==> images/placed.png <==
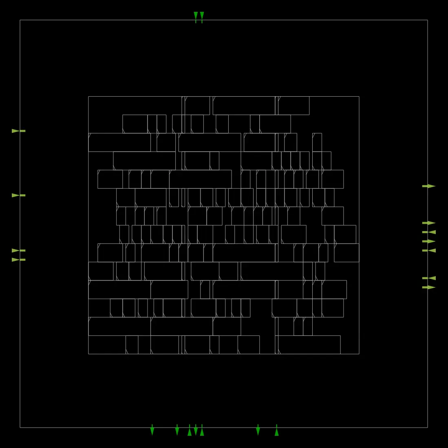
==> images/ff_map.png <==
Scale: 6 px per µm. Other sequential cells in the stronger grey, the rest of the logic in the fainter grey.
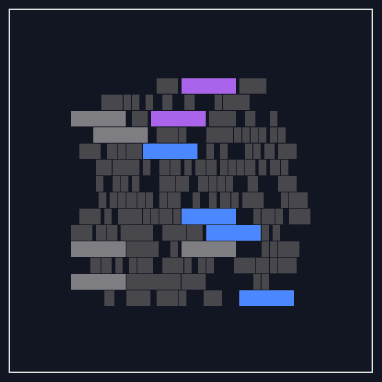
==> images/route_heat.png <==
Scale: 6 px per µm. The die is cut into 12 by 12 equal tiles; dark purple is low, yellow is high, scaled to the fullest tile. Values are wire area over tile area, all layers added.
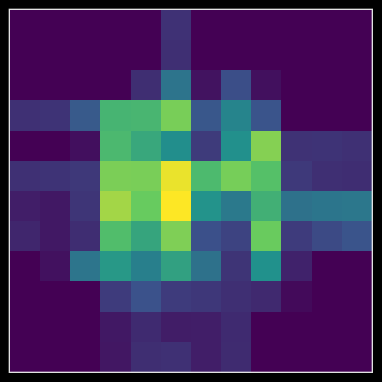
==> images/sizing.png <==
Scale: 4 px per µm.
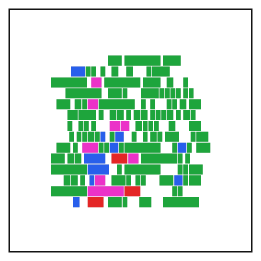
## config.mk

```make
export PLATFORM = sky130hd
export DESIGN_NAME = shift_seq
export DESIGN_NICKNAME = d
export VERILOG_FILES = /design/src/rtl/shift_seq.sv
export SDC_FILE = /design/constraint.sdc
export NUM_CORES = 1
export LEC_CHECK = 0
export ABC_AREA = 1
export CAP_MARGIN = 20
export CORE_MARGIN = 10
export CORE_UTILIZATION = 47
export CTS_CLUSTER_SIZE = 24
export DETAILED_ROUTE_END_ITERATION = 10
export GPL_TIMING_DRIVEN = 0
export PLACE_DENSITY = 0.78
export SLEW_MARGIN = 10
export SYNTH_ARGS = -nofsm -noshare
export SYNTH_HDL_FRONTEND = slang
export SYNTH_SLANG_ARGS = --single-unit
export TNS_END_PERCENT = 10
```

## constraint.sdc

```tcl
create_clock -name clk -period 1.4 [get_ports clk]
set_input_delay 0.28 -clock clk [delete_from_list [all_inputs] [get_ports clk]]
set_output_delay 0.28 -clock clk [all_outputs]
set_load 0.01 [all_outputs]
```

## src/rtl/shift_seq.sv

```systemverilog
// Multi-cycle shift sequencer: accepts {operand, amount, mode}, walks a
// single-bit shifter stage once per clock, then presents the result.
module shift_seq #(
  parameter int WIDTH = 4,
  parameter int AMT_W = 2
) (
  input  logic             clk,
  input  logic             rst,
  input  logic             in_valid,
  output logic             in_ready,
  input  logic [WIDTH-1:0] a,
  input  logic [AMT_W-1:0] amt,
  input  logic [1:0]       mode,
  output logic             out_valid,
  input  logic             out_ready,
  output logic [WIDTH-1:0] y,
  output logic             carry,
  output logic             busy
);

  typedef enum logic [1:0] {
    IDLE  = 2'd0,
    SHIFT = 2'd1,
    DONE  = 2'd2
  } state_t;

  localparam logic [1:0] MODE_LL = 2'b00;
  localparam logic [1:0] MODE_LR = 2'b01;
  localparam logic [1:0] MODE_AR = 2'b10;
  localparam logic [1:0] MODE_RL = 2'b11;

  state_t           state;
  state_t           state_nxt;
  logic [WIDTH-1:0] data;
  logic [AMT_W-1:0] count;
  logic [1:0]       mode_r;
  logic             carry_r;
  logic [WIDTH-1:0] step_data;
  logic             step_out;

  always_ff @(posedge clk or posedge rst) begin
    if (rst) begin
      state <= IDLE;
    end else begin
      state <= state_nxt;
    end
  end

  always_comb begin
    state_nxt = state;
    in_ready  = 1'b0;
    out_valid = 1'b0;
    busy      = 1'b0;
    case (state)
      IDLE: begin
        in_ready = 1'b1;
        if (in_valid) begin
          state_nxt = (amt == '0) ? DONE : SHIFT;
        end
      end
      SHIFT: begin
        busy = 1'b1;
        if (count == AMT_W'(1)) begin
          state_nxt = DONE;
        end
      end
      DONE: begin
        busy      = 1'b1;
        out_valid = 1'b1;
        if (out_ready) begin
          state_nxt = IDLE;
        end
      end
      default: begin
        state_nxt = IDLE;
      end
    endcase
  end

  // One-position shifter stage driven by the mode captured at accept time
  always_comb begin
    step_data = data;
    step_out  = 1'b0;
    case (mode_r)
      MODE_LL: begin
        step_data = {data[WIDTH-2:0], 1'b0};
        step_out  = data[WIDTH-1];
      end
      MODE_LR: begin
        step_data = {1'b0, data[WIDTH-1:1]};
        step_out  = data[0];
      end
      MODE_AR: begin
        step_data = {data[WIDTH-1], data[WIDTH-1:1]};
        step_out  = data[0];
      end
      MODE_RL: begin
        step_data = {data[WIDTH-2:0], data[WIDTH-1]};
        step_out  = data[WIDTH-1];
      end
      default: begin
        step_data = data;
        step_out  = 1'b0;
      end
    endcase
  end

  always_ff @(posedge clk or posedge rst) begin
    if (rst) begin
      data    <= '0;
      count   <= '0;
      mode_r  <= '0;
      carry_r <= 1'b0;
    end else begin
      case (state)
        IDLE: begin
          if (in_valid) begin
            data    <= a;
            count   <= amt;
            mode_r  <= mode;
            carry_r <= 1'b0;
          end
        end
        SHIFT: begin
          data    <= step_data;
          carry_r <= step_out;
          count   <= count - AMT_W'(1);
        end
        default: begin
        end
      endcase
    end
  end

  // y keeps showing the data register in IDLE as well as DONE
  assign y     = data;
  assign carry = carry_r;

endmodule

```

==> reports/metrics.csv <==
metric,value,unit
status,"finished, final reports clean",
die x size,60.27,µm
Synth flops,11,
Top cells excl fill/tap,"nand2_1, inv_1, nor2_1",
Reg-to-Reg End,state[0],
CTS Root Buffer Type,clkbuf_4,
Detailed Place HPWL,1331,µm
# IOs,20,
"top cells, area","dfrtp_1, nand2_1, ha_1",
Pre-Place Util,50.00,%
CP max FO,3,
WP data required,1.12,ns
Cell Type Count,15,
Clock Skews,0.004760,ns
FF/Latch Area,275.3,µm²
site row count,14,
fraction of layout cells with a size suffix above 1,15.91,%
final hold vios,0,
logic area,427.9,µm²
Area Overhead vs Synth,34.81,%
Port Buf Inserts,19,
die area,3632,µm²
clk ins delay skew pair,0.27,ns
clock buffer count from CTS,3,
post-route ant nets,0,
Worst Max-Slew Pin Slew,0.4253,ns
Back to the opening pictures, placed.png:
# Taps: 16
Seq/total area: 26.80%
CORE AREA: 1524 µm²
fillers: 141
Final Util: 67.41%

Back to the opening pictures, ff_map.png:
colour	name in the netlist	placed flops
purple	mode_r	2
blue	y	4
not coloured	5

Back to the opening pictures, route_heat.png:
tiles over half the peak	17%
fullest tile	0.39
mean over tiles	0.080
densest ninth of the die	middle

Back to the opening pictures, sizing.png:
colour	size	cells	share
green	x1 and smaller	111	84%
blue	x2	10	7.6%
magenta	x3 and x4	8	6.1%
red	x6 and larger	3	2.3%

-- area by class of cell --
cell class / instances / share of cell area [%]
buffer: 1 / 1.096
timing repair buffer: 21 / 19.12
sequential: 11 / 26.80
clock buffer: 4 / 2.558
tap: 16 / 1.949
inverter: 18 / 6.821
multi-input combinational: 77 / 41.66
-- stage by stage --
| stage | cell area (µm²) | TNS [ns] | std cells | total power [mW] |
|---|---|---|---|---|
| global route | 1027 | -0.04893 | 148 | 2.438 |
| global placement | 972.2 | -0.3158 | 142 | 1.885 |
| detailed placement | 972.2 | -0.3545 | 142 | 1.914 |
| CTS | 1018 | -0.1680 | 148 | 2.138 |
| floorplan | 762.0 | 0 | 107 | 1.469 |
| finish | 1027 | 0 | 148 | 2.187 |
-- cells in the mapped netlist --
| cell type | number |
|---|---|
| nand2_1 | 30 |
| inv_1 | 17 |
| nor2_1 | 13 |
| dfrtp_1 | 11 |
| ha_1 | 8 |
| o21ai_0 | 7 |
| a21oi_1 | 6 |
| nand3_1 | 5 |
| nand2_2 | 2 |
| nor2_2 | 2 |
| o21ai_1 | 2 |
| buf_6 | 1 |
| inv_4 | 1 |
| nand2_4 | 1 |
| o211ai_1 | 1 |
-- what timing repair did --
| action | CTS | global route |
|---|---|---|
| setup buffers | 2 | 0 |
| pin swaps | 0 | 2 |
| gates cloned | 0 | 0 |
| setup endpoints to repair | 8 | 7 |
| resized | 17 | 9 |
-- power breakdown --
group | leakage [nW] | internal [mW] | switching [mW]
Sequential | 0.132 | 0.470 | 0.120
Clock | 0.0150 | 0.110 | 0.108
Combinational | 0.390 | 0.607 | 0.773
Total | 0.537 | 1.19 | 1.00
-- flip-flops by register name (all words and copies together) (netlist names) --
name    count
y           4
count       2
state       2
mode_r      2
carry       1
-- kinds of logic after synthesis --
kind of cell             after synthesis  share of synthesized area [%]
buffers and inverters                 19                          10.67
AND/OR/NAND/NOR                       53                          29.23
flip-flops                            11                          36.12
adder cells (fa/ha/maj)                8                          13.14
AND-OR/OR-AND                         16                          10.84
-- how the worst max path moves through the flow --
| stage | end | slack [ns] |
|---|---|---|
| 3_3_place_gp | in_ready | -0.19 |
| 2_1_floorplan | y[3] | 0.11 |
| 3_5_place_dp | in_ready | -0.20 |
| 4_1_cts | in_ready | -0.08 |
| 5_1_grt | state[0] | -0.03 |
| 6_report | out_valid | 0.02 |
-- routing by layer --
metal	GRT usage (%)	routed length (µm)
met3	4.025	117
met5	0	0
met4	4.808	31
met1	11.86	761
met2	17.35	874
-- worst max-delay path, stage by stage, from the launching register on --
cell and delay (ns):
dfrtp_1 0.40, buf_4 0.14, ha_2 0.17, buf_6 0.12
Power figures rest on the tool's default switching activity, not on a simulated workload.
